$ cat src/rtl/conv_sequencer.sv
// Convolution tap sequencer: walks a KxK window over an IN_HxIN_W map and issues
// one buffer read / MAC tap per cycle, then writes each finished output pixel.
//
// state    | meaning
// ---------+-------------------------------------------------------------
// S_IDLE   | waiting for start; tap counters at zero
// S_RUN    | issuing one tap per non-paused cycle
// S_DRAIN  | last tap in flight; waits for final mac_en and out_we
// S_DONE   | one-cycle done pulse, then back to idle
module conv_sequencer #(
   parameter int IN_W   = 11,
   parameter int IN_H   = 10,
   parameter int K      = 3,
   parameter int ADDR_W = 7
) (
   input  logic              clk,
   input  logic              rst,
   input  logic              start,
   input  logic              pause,
   output logic              busy,
   output logic              done,
   output logic              rd_en,
   output logic [ADDR_W-1:0] in_addr,
   output logic [3:0]        w_addr,
   output logic              mac_en,
   output logic              mac_clr,
   output logic              out_we,
   output logic [ADDR_W-1:0] out_addr
);

   localparam int OUT_W = IN_W - K + 1;
   localparam int OUT_H = IN_H - K + 1;
   localparam int KW    = $clog2(K + 1);
   localparam int OXW   = $clog2(OUT_W + 1);
   localparam int OYW   = $clog2(OUT_H + 1);

   localparam logic [KW-1:0]  K_LAST  = KW'(K - 1);
   localparam logic [OXW-1:0] OX_LAST = OXW'(OUT_W - 1);
   localparam logic [OYW-1:0] OY_LAST = OYW'(OUT_H - 1);

   localparam logic [1:0] S_IDLE  = 2'd0;
   localparam logic [1:0] S_RUN   = 2'd1;
   localparam logic [1:0] S_DRAIN = 2'd2;
   localparam logic [1:0] S_DONE  = 2'd3;

   logic [1:0]        state;
   logic [1:0]        drain_cnt;
   logic [KW-1:0]     kx;
   logic [KW-1:0]     ky;
   logic [OXW-1:0]    ox;
   logic [OYW-1:0]    oy;
   logic              tap_first;
   logic              tap_last;
   logic [ADDR_W-1:0] pix_addr;
   logic [ADDR_W-1:0] pix_d1;
   logic              we_d1;

   logic              issue;
   logic              k_wrap;
   logic              pass_last;
   logic [ADDR_W-1:0] in_addr_c;
   logic [3:0]        w_addr_c;
   logic [ADDR_W-1:0] pix_addr_c;

   assign issue      = ((state == S_IDLE) && start) || ((state == S_RUN) && !pause);
   assign k_wrap     = (kx == K_LAST) && (ky == K_LAST);
   assign pass_last  = k_wrap && (ox == OX_LAST) && (oy == OY_LAST);

   assign in_addr_c  = ADDR_W'((int'(oy) + int'(ky)) * IN_W + int'(ox) + int'(kx));
   assign w_addr_c   = 4'(int'(ky) * K + int'(kx));
   assign pix_addr_c = ADDR_W'(int'(oy) * OUT_W + int'(ox));

   assign busy = (state == S_RUN) || (state == S_DRAIN);
   assign done = (state == S_DONE);

   // Tap outputs are registered, so the state register runs one cycle ahead of
   // rd_en; the drain count covers the last tap plus its two pipeline stages.
   always_ff @(posedge clk or posedge rst) begin
      if (rst) begin
         state     <= S_IDLE;
         drain_cnt <= 2'd0;
         kx        <= '0;
         ky        <= '0;
         ox        <= '0;
         oy        <= '0;
         rd_en     <= 1'b0;
         in_addr   <= '0;
         w_addr    <= '0;
         pix_addr  <= '0;
         tap_first <= 1'b0;
         tap_last  <= 1'b0;
      end else begin
         rd_en     <= 1'b0;
         tap_first <= 1'b0;
         tap_last  <= 1'b0;

         if (issue) begin
            rd_en     <= 1'b1;
            in_addr   <= in_addr_c;
            w_addr    <= w_addr_c;
            pix_addr  <= pix_addr_c;
            tap_first <= (kx == '0) && (ky == '0);
            tap_last  <= k_wrap;

            if (kx == K_LAST) begin
               kx <= '0;
               if (ky == K_LAST) begin
                  ky <= '0;
                  if (ox == OX_LAST) begin
                     ox <= '0;
                     if (oy == OY_LAST) oy <= '0;
                     else               oy <= oy + 1'b1;
                  end else begin
                     ox <= ox + 1'b1;
                  end
               end else begin
                  ky <= ky + 1'b1;
               end
            end else begin
               kx <= kx + 1'b1;
            end
         end

         case (state)
            S_IDLE: begin
               if (start) state <= S_RUN;
            end
            S_RUN: begin
               if (!pause && pass_last) begin
                  state     <= S_DRAIN;
                  drain_cnt <= 2'd2;
               end
            end
            S_DRAIN: begin
               if (drain_cnt == 2'd0) state <= S_DONE;
               else                   drain_cnt <= drain_cnt - 1'b1;
            end
            default: begin
               state <= S_IDLE;
            end
         endcase
      end
   end

   always_ff @(posedge clk or posedge rst) begin
      if (rst) begin
         mac_en   <= 1'b0;
         mac_clr  <= 1'b0;
         we_d1    <= 1'b0;
         out_we   <= 1'b0;
         pix_d1   <= '0;
         out_addr <= '0;
      end else begin
         mac_en   <= rd_en;
         mac_clr  <= rd_en && tap_first;
         we_d1    <= rd_en && tap_last;
         out_we   <= we_d1;
         pix_d1   <= pix_addr;
         out_addr <= pix_d1;
      end
   end

endmodule

$ cat config.mk
export PLATFORM = sky130hd
export DESIGN_NAME = conv_sequencer
export DESIGN_NICKNAME = d
export VERILOG_FILES = /design/src/rtl/conv_sequencer.sv
export SDC_FILE = /design/constraint.sdc
export NUM_CORES = 1
export LEC_CHECK = 0
export CORE_MARGIN = 5
export CORE_UTILIZATION = 50
export CTS_CLUSTER_SIZE = 25
export DETAILED_ROUTE_END_ITERATION = 16
export HOLD_SLACK_MARGIN = 0.03
export PLACE_DENSITY = 0.68
export REMOVE_ABC_BUFFERS = 1
export SLEW_MARGIN = 20
export SYNTH_ARGS = -nofsm -noshare
export SYNTH_HDL_FRONTEND = slang
export SYNTH_SLANG_ARGS = --single-unit
$ cat constraint.sdc
create_clock -name clk -period 3.95 [get_ports clk]
set_clock_uncertainty 0.2 [all_clocks]
set_input_delay 0.79 -clock clk [delete_from_list [all_inputs] [get_ports clk]]
set_output_delay 0.79 -clock clk [all_outputs]
set_load 0.005 [all_outputs]
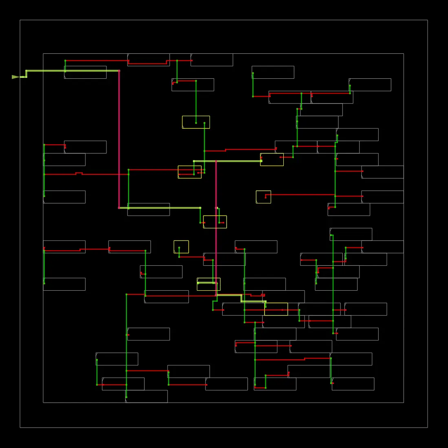
Run 1: the clock network
Flops: 55
total clock sinks: 55
total clock network power: 0.341 mW
clk_lat worst skew: 0.31 ns

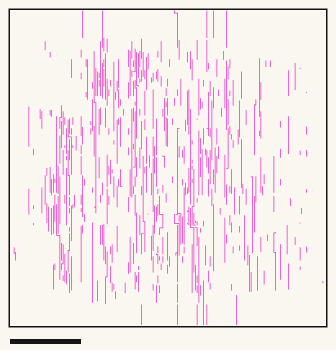
Run 1: metal 2
The bar under the picture is 20 um long.
nets with wire on the layer: 299
share of all routed wire: 47%
longest straight run: 31.1 um

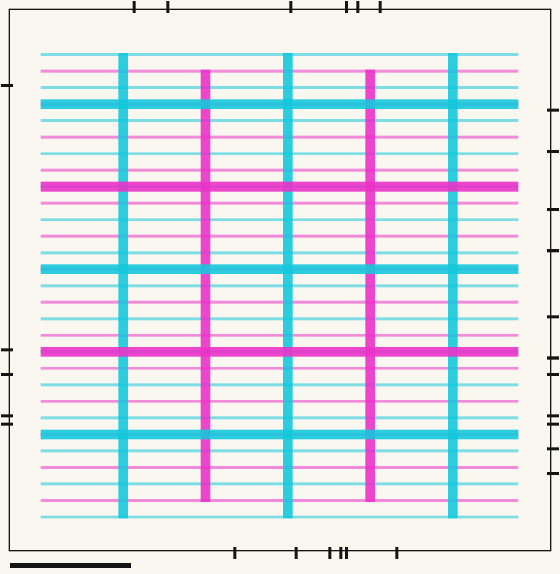
Run 1: PDN straps and rails
The bar under the picture is 20 um long. Pins as bars on the die edge.
| colour | net |
|---|---|
| cyan | VSS |
| magenta | VDD |
met1 rails: 29
met5 straps: 5
signal pins: 28
largest vdd supply drop: 405 uV
vertical die dimension: 88.9 um
Core Region: 5990 um^2

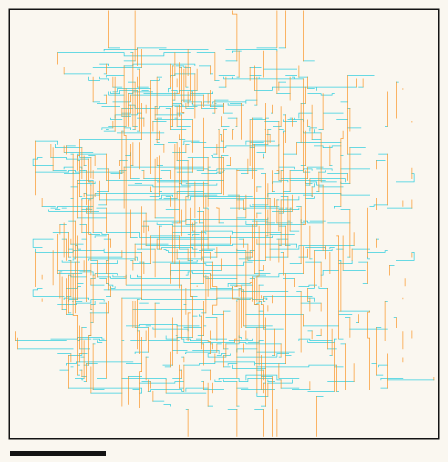
Run 1: signal wires by layer
The bar under the picture is 20 um long. Two of the layers only.
| colour | layer | wire length |
|---|---|---|
| cyan | met1 | 2500 um |
| orange | met2 | 2450 um |

==> results.py, run 1 <==
# Physical implementation metrics
metrics = {
    "drt": {
        "ant_nets": 0,
        "drt-wirelength-per-cell_um": 13.2,
        "detailedRoute.firstIterationViolations": 74,
        "routed_via_density": 5.15,
        "dr.max_layer_used": "met4",
        "met3_wirelength_um": 166,
        "wl_um": 5200,
        "post-route-drc-count": 0,
    },
    "power_and_ir_drop": {
        "power_density_nw_per_um2": 682,
        "power_mw": 2.45,
        "internal-power_mw": 1.48,
        "p_sw_mw": 0.967,
        "p_leak_nw": 1.85,
    },
    "finish": {
        "n_multi_input_combinational_cell": 193,
        "diodes": 0,
        "layout.filler_cells": 504,
        "drive_gt1_frac": 0.0784,
        "area.combinational_um2": 1600,
        "clk_share": 0.0286,
    },
    "place": {
        "dp.cells": 386,
        "place_congestion": 0.829,
    },
    "synth": {
        "avgSynthCellArea_um2": 10.8,
        "synthArstFlopShare": 1.00,
        "yosys_warnings": 0,
        "synthCells": 288,
        "synth_top_flop_cell": "dfrtp_1",
        "synth_stat.cells": 288,
    },
    "outcome": {
        "outcome": "finished, final reports clean",
    },
    "flow_run": {
        "drv_cap": 0,
        "stage_log_warnings": 33,
    },
    "sta": {
        "fmaxAchievable_mhz": 265,
        "final-hold-violation-count": 0,
    },
    "clock_tree": {
        "cts.hold.buffers_added": 0,
        "cell_at_the_root_of_the_clock_tree": "clkbuf_8",
        "tritoncts.num_buffers": 5,
    },
    "setup_path": {
        "crit-reg2reg-capture": "in_addr[6]",
        "setup.worst_path.end_class": "register",
    },
    "floorplanning": {
        "tap_cell_count": 75,
    },
    "grt": {
        "grt_first_pass_wirelength_um": 9400,
    },
    "worst_hold_path": {
        "hold_path_end": "out_addr[3]",
    },
}
-- run 1: what timing repair did --
item                       CTS  global route
gates resized                0             5
setup buffers                0             0
setup endpoints to repair    0             1
-- run 1: worst max-delay path by stage --
| stage | startpoint | endpoint | slack (ns) | cells past startpoint |
|---|---|---|---|---|
| 2_1_floorplan | ky[0] | in_addr[6] | 0.37 | 12 |
| 3_3_place_gp | ky[0] | in_addr[6] | 0.23 | 12 |
| 3_5_place_dp | ky[0] | in_addr[6] | 0.008 | 12 |
| 4_1_cts | ky[0] | in_addr[6] | 0.003 | 12 |
| 5_1_grt | ky[1] | in_addr[6] | 0.0005 | 15 |
| 6_report | ky[0] | in_addr[6] | 0.17 | 12 |
-- run 1: layer usage --
metal | global-route usage | vias to the layer above
met4 | 0.0474 | 0
met2 | 0.258 | 29
met3 | 0.0249 | 8
met5 | 0 | -
met1 | 0.201 | 981
li1 | - | 1011
-- run 1: worst reg2reg max path: cells and delay by family (launching register included) --
kind	cells	cell delay, ns
AOI/OAI and AO/OA	4	0.58
xor gates and xnor gates	2	0.44
DFF	1	0.46
adders and majority gates	6	2.00
-- run 1: through the flow --
stage / hold slack [ns] / util / setup WS, ns
2_1_floorplan: 0.131 / - / 0.367
3_3_place_gp: 0.132 / 0.579 / 0.232
3_5_place_dp: 0.136 / 0.579 / 0.00774
4_1_cts: 0.160 / 0.596 / 0.00333
5_1_grt: 0.164 / 0.599 / 0.000498
6_report: 0.156 / 0.599 / 0.175
-- run 1: power by group through the flow --
stage                     clock network [mW]  registers [mW]  logic, mW
after floorplan                            0           0.883      0.835
after global placement                     0           0.902       1.20
after detailed placement                   0           0.911       1.23
after CTS                              0.355           0.899       1.23
after global routing                   0.376           0.930       1.42
final                                  0.341           0.898       1.21
-- run 1: sequential cells by signal, indices dropped and copies added, names as in the netlist, 2 cells and up --
signal / flops
in_addr: 7
ky: 2
out_addr: 7
pix_d1: 7
pix_addr: 7
kx: 2
drain_cnt: 2
oy: 4
w_addr: 4
ox: 4
state: 2
-- run 1: cell usage after synthesis, types with 2 or more instances --
master	instances	area share
nor3b_1	5	0.012
nand3_1	3	0.0048
o21bai_1	3	0.0072
xor2_1	5	0.014
nor2_1	13	0.016
fa_1	9	0.058
o21ai_0	13	0.021
nand3b_1	2	0.0048
a21o_1	3	0.0072
xnor2_1	6	0.017
mux2_2	3	0.011
mux2i_1	4	0.013
inv_1	33	0.040
nor3_1	2	0.0032
a21oi_1	17	0.027
and2_1	2	0.0040
clkbuf_1	4	0.0048
nand2b_1	4	0.0080
o22ai_1	2	0.0040
dfrtp_1	55	0.44
ha_1	42	0.17
nand2_1	39	0.047
-- run 1: cells by family (layout without fill, tap and decap cells) --
logic type / Yosys count / count (layout) / synth area share
and+or+nand+nor: 77 / 77 / 0.123
DFF: 55 / 55 / 0.442
adders and majority gates: 51 / 51 / 0.227
AOI/OAI and AO/OA: 45 / 45 / 0.0920
buffers and inverters: 40 / 71 / 0.0514
xor gates and xnor gates: 12 / 12 / 0.0382
muxes: 8 / 8 / 0.0273
==> inputs of run 2 (changes only) <==
--- a/config.mk
+++ b/config.mk
@@ -5,12 +5,13 @@
 export SDC_FILE = /design/constraint.sdc
 export NUM_CORES = 1
 export LEC_CHECK = 0
+export ABC_CLOCK_PERIOD_IN_PS = 3950
 export CORE_MARGIN = 5
 export CORE_UTILIZATION = 50
 export CTS_CLUSTER_SIZE = 25
 export DETAILED_ROUTE_END_ITERATION = 16
 export HOLD_SLACK_MARGIN = 0.03
-export PLACE_DENSITY = 0.68
+export PLACE_DENSITY = 0.79
 export REMOVE_ABC_BUFFERS = 1
 export SLEW_MARGIN = 20
 export SYNTH_ARGS = -nofsm -noshare
==> run 2 against run 1 <==
Against the previous run: cell area up 0.14%; critical path depth increased by 3; utilization is 0.084 points higher; first-iteration DRC count grew 1.4%; maximum frequency shrank 0.66%; count of clock-buffer cells in the layout unchanged; highest routed layer unchanged.
==> results.py, run 2 <==
# Physical implementation metrics
metrics = {
    "synth": {
        "yosys_warnings": 0,
        "share_of_synthesized_cell_area_in_and_or_and_or_and_compound_cells": 0.0920,
        "synthCells": 288,
        "synth.comb.largest_family": "adder cells",
        "avgSynthCellArea_um2": 10.8,
        "post_synth_and_or_nand_nor_area_fraction": 0.123,
        "post-synth-top-area-fraction": 0.442,
        "synthAdderAreaFrac": 0.227,
        "top_cell": "dfrtp_1",
        "ys_sh_mux": 0.0273,
        "largest_area_cell": "dfrtp_1",
        "synth_top_flop_cell": "dfrtp_1",
        "synth_stat.cells": 288,
        "post_synth_most_frequent_cells": "dfrtp_1, ha_1, nand2_1, inv_1, a21oi_1",
        "synthArstFlopShare": 1.00,
    },
    "sta": {
        "hold_ws_ns": 0.149,
        "fmaxAchievable_mhz": 263,
        "final-hold-violation-count": 0,
    },
    "outcome": {
        "outcome": "finished, final reports clean",
    },
    "drt": {
        "drt-wirelength-per-cell_um": 13.5,
        "routed_via_density": 5.19,
        "ant_nets": 0,
        "detailedRoute.firstIterationViolations": 75,
        "wl_um": 5340,
    },
    "power_and_ir_drop": {
        "power_density_nw_per_um2": 689,
        "p_leak_nw": 1.85,
    },
    "finish": {
        "diodes": 0,
        "drive_gt1_frac": 0.0846,
        "area.combinational_um2": 1600,
    },
    "clock_tree": {
        "cts.sink_count": 55,
        "cell_at_the_root_of_the_clock_tree": "clkbuf_8",
    },
    "floorplanning": {
        "core-area_um2": 5990,
    },
    "setup_path": {
        "cp_num_cells": 15,
        "setup.worst_path.end_class": "register",
    },
    "place": {
        "place_congestion": 0.810,
    },
    "flow_run": {
        "stage_log_warnings": 33,
    },
}
run 2: cells by family after synthesis:
group / count (synthesis)
AND/OR/NAND/NOR: 77
flip-flops: 55
adder cells (fa/ha/maj): 51
AND-OR/OR-AND: 45
buffers and inverters: 40
XOR/XNOR: 12
multiplexers: 8
run 2: final cells by class:
class,count,area share
clock buffers,5,0.0192
clock inverters,3,0.00940
inverters,33,0.0352
multi-input cells,193,0.444
flip-flops and latches,55,0.384
well taps,75,0.0261
repair buffers,30,0.0815
run 2: per-stage QoR:
stage	util	cells	setup slack, ns	instance area [um^2]
CTS	0.594	392	0.0490	3560
finish	0.600	394	0.150	3590
global route	0.600	394	-0.0254	3590
global placement	0.576	384	0.239	3450
detailed placement	0.576	384	0.0866	3450
floorplan	-	281	0.367	3080
run 2: path summary, 6_finish.rpt:
check                               start          end  slack [ns]
worst min register to register  pix_d1[2]  out_addr[2]        0.15
worst max-delay path                ky[1]   in_addr[6]        0.15
worst min-delay path            pix_d1[2]  out_addr[2]        0.15
max in group asynchronous             rst        ky[0]        2.36
min in group asynchronous             rst       mac_en        0.72
worst max register to register      ky[1]   in_addr[6]        0.15
run 2: power by group:
part / internal, mW / switching, mW
clock network: 0.134 / 0.207
logic: 0.604 / 0.638
registers: 0.756 / 0.136
total: 1.49 / 0.981
run 2: timing repair:
action                     CTS  global route
gates resized                0             6
hold buffers                 0             0
hold endpoints to repair     0             0
setup buffers                0             2
setup endpoints to repair    0             1
run 2: layer usage:
metal | share of wire | track usage | wire length, um
met2 | 0.50 | 0.263 | 2660
met1 | 0.43 | 0.192 | 2320
met4 | 0.015 | 0.0474 | 78
met3 | 0.052 | 0.0350 | 280
met5 | 0 | 0 | 0
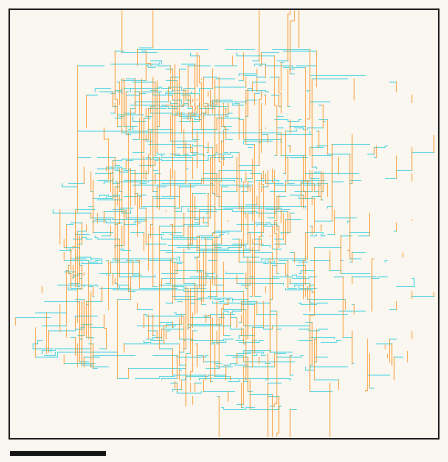
Run 2: signal wires by layer
The bar under the picture is 20 um long. Two of the layers only.
| colour | layer | wire length |
|---|---|---|
| orange | met2 | 2660 um |
| cyan | met1 | 2320 um |

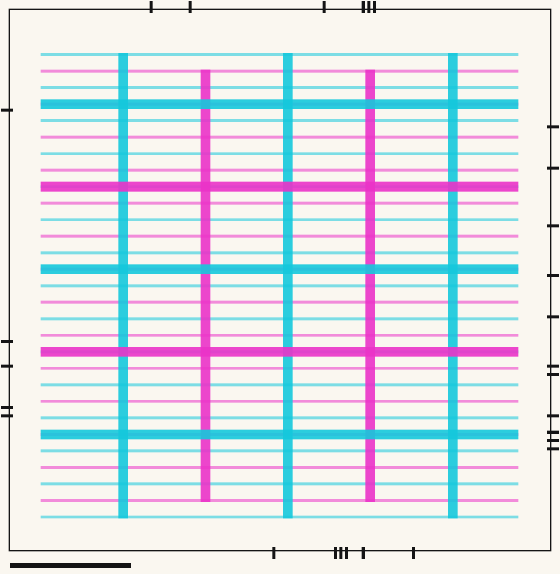
Run 2: PDN straps and rails
The bar under the picture is 20 um long. Pins as bars on the die edge.
| colour | net |
|---|---|
| cyan | VSS |
| magenta | VDD |
met5 straps: 5
signal pins: 28
met1 rails: 29
rows: 28
met4 straps: 5
width of the die: 88.9 um
largest vdd supply drop: 370 uV

==> inputs of run 3 (changes only) <==
--- a/config.mk
+++ b/config.mk
@@ -11,7 +11,7 @@
 export CTS_CLUSTER_SIZE = 25
 export DETAILED_ROUTE_END_ITERATION = 16
 export HOLD_SLACK_MARGIN = 0.03
-export PLACE_DENSITY = 0.79
+export PLACE_DENSITY_LB_ADDON = 0.12
 export REMOVE_ABC_BUFFERS = 1
 export SLEW_MARGIN = 20
 export SYNTH_ARGS = -nofsm -noshare
==> run 3 against run 2 <==
Against the previous run: power is 1.8% lower; register-to-register slack better by 0.07 ns; die area stayed put; utilization is 0.10 points lower.
==> results.py, run 3 <==
# Physical implementation metrics
metrics = {
    "place": {
        "dpl-instance-area_um2": 3470,
        "place_congestion": 0.826,
    },
    "clock_tree": {
        "clk-insertion-delay-late_ns": 0.31,
        "cell_at_the_root_of_the_clock_tree": "clkbuf_8",
        "clock_tree.htree_level_count": 2,
        "tritoncts": "built",
        "cts.sink_count": 55,
    },
    "sta": {
        "maxSlewViolCount": 0,
        "fmaxAchievable_mhz": 268,
        "worst_slew_margin_rel": 0.573,
        "hold_ws_ns": 0.158,
        "final-hold-violation-count": 0,
    },
    "synth": {
        "synth_stat.cells": 288,
        "post_synth_tally_of_flip_flops_with_integrated_enable": 0,
        "synth-seq-area-share": 0.442,
        "top_cell": "dfrtp_1",
        "synth_top_flop_cell": "dfrtp_1",
        "synthTopCellsByArea": "dfrtp_1, ha_1, fa_1, nand2_1, inv_1",
        "post-synth-top-area-fraction": 0.442,
        "register_bit_count_reported_by_yosys": 55,
        "largest_area_cell": "dfrtp_1",
        "synthCells": 288,
        "post_synth_most_frequent_cells": "dfrtp_1, ha_1, nand2_1, inv_1, a21oi_1",
        "yosys_warnings": 0,
        "avgSynthCellArea_um2": 10.8,
        "synthArstFlopShare": 1.00,
    },
    "finish": {
        "drive_gt1_frac": 0.0748,
        "diodes": 0,
        "fin_area_um2": 3590,
        "area_delta_synth_final_pct": 15.1,
        "lay_top_count": "dfrtp_1",
    },
    "setup_path": {
        "setup.worst_path.end_class": "register",
        "cp-start-kind": "register",
    },
    "power_and_ir_drop": {
        "power_density_nw_per_um2": 678,
        "p_leak_nw": 1.86,
        "ir_drop_uv": 429,
    },
    "floorplanning": {
        "core.rowCount": 28,
        "ios": 28,
        "core-area_um2": 5990,
        "die_w_um": 88.9,
    },
    "drt": {
        "wl_um": 5130,
        "ant_nets": 0,
        "detailedRoute.firstIterationViolations": 93,
        "drt-pass1-iter-count": 4,
        "drt-wirelength-per-cell_um": 13.0,
        "routed_via_density": 5.08,
    },
    "grt": {
        "grt_antenna_before_repair": 0,
        "grt_first_pass_wirelength_um": 9300,
    },
    "flow_run": {
        "stage_log_warnings": 33,
    },
    "outcome": {
        "outcome": "finished, final reports clean",
    },
}
[run 3: logic make-up (layout without fill, tap and decap cells)]
kind of cell / Yosys count / count (layout) / synth area share
flops: 55 / 55 / 0.442
mux: 8 / 8 / 0.0273
simple gates: 77 / 77 / 0.123
xor+xnor: 12 / 12 / 0.0382
compound gates: 45 / 45 / 0.0920
fa+ha+maj: 51 / 51 / 0.227
buf+inv: 40 / 73 / 0.0514
[run 3: worst max-delay path, stage by stage, from the launching register on]
cell	delay, ns
dfrtp_1	0.46
ha_1	0.25
fa_1	0.42
xor2_2	0.18
ha_1	0.29
ha_1	0.31
fa_1	0.46
ha_1	0.32
o21ai_0	0.16
a21oi_1	0.07
o22ai_1	0.16
xnor3_1	0.22
o21ai_0	0.15
[run 3: per-stage QoR]
step	setup WS, ns	std cells	utilization
2_1_floorplan	0.367	281	-
3_3_place_gp	0.227	387	0.580
3_5_place_dp	0.136	387	0.580
4_1_cts	0.0933	395	0.596
5_1_grt	0.0282	396	0.599
6_report	0.220	396	0.599
[run 3: power by group]
group / total, mW / internal, mW / switching (mW) / leakage (nW)
Clock: 0.332 / 0.132 / 0.200 / 0.0502
Combinational: 1.21 / 0.592 / 0.614 / 1.11
Sequential: 0.893 / 0.755 / 0.138 / 0.698
[run 3: routing by layer]
metal  wire, um  up-vias  track usage  share of wire
met1       2410      963        0.200           0.47
met5          0        -            0              0
met2       2460       30        0.257           0.48
li1           -     1016            -              -
met3        217        4       0.0258          0.042
met4         49        0       0.0419         0.0095
[run 3: worst paths after layout]
check	to	slack, ns	startpoint	cells past startpoint
max in group asynchronous	in_addr[2]	2.13	rst	3
setup reg to reg	in_addr[6]	0.22	ky[0]	12
hold reg to reg	out_we	0.16	we_d1	0
setup / recovery	in_addr[6]	0.22	ky[0]	12
min in group asynchronous	rd_en	0.64	rst	2
hold / removal	out_we	0.16	we_d1	0
[run 3: timing repair]
action,CTS,global route
hold buffers,0,0
gates resized,0,1
endpoints found under the setup margin,0,1
endpoints found under the hold margin,0,0
setup buffers,0,1
[run 3: area by class of cell]
class	instances	area [um^2]
fillers	508	2400
multi-input cells	193	1590
flip-flops and latches	55	1380
repair buffers	32	308
inverters	33	124
well taps	75	93.8
clock buffers	5	68.8
clock inverters	3	28.8
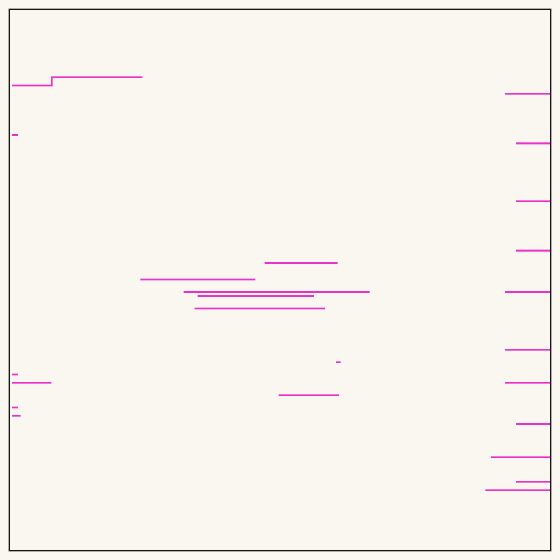
Run 3: M3 wires
share of all routed wire: 4.2%
wire length on this layer: 217 um

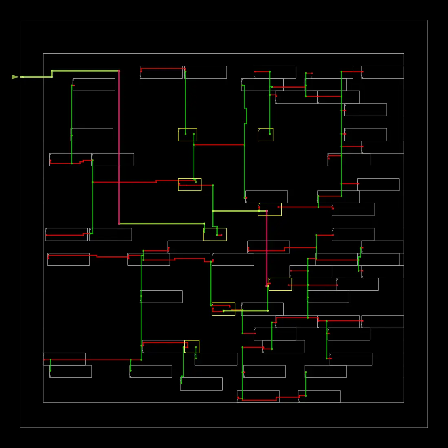
Run 3: the clock network
number of buffers added by the clock tree synthesis step: 5
total clock network power: 0.332 mW
clk_buf instances: 5

No activity file was given, so power comes from the tool's default toggle rates.
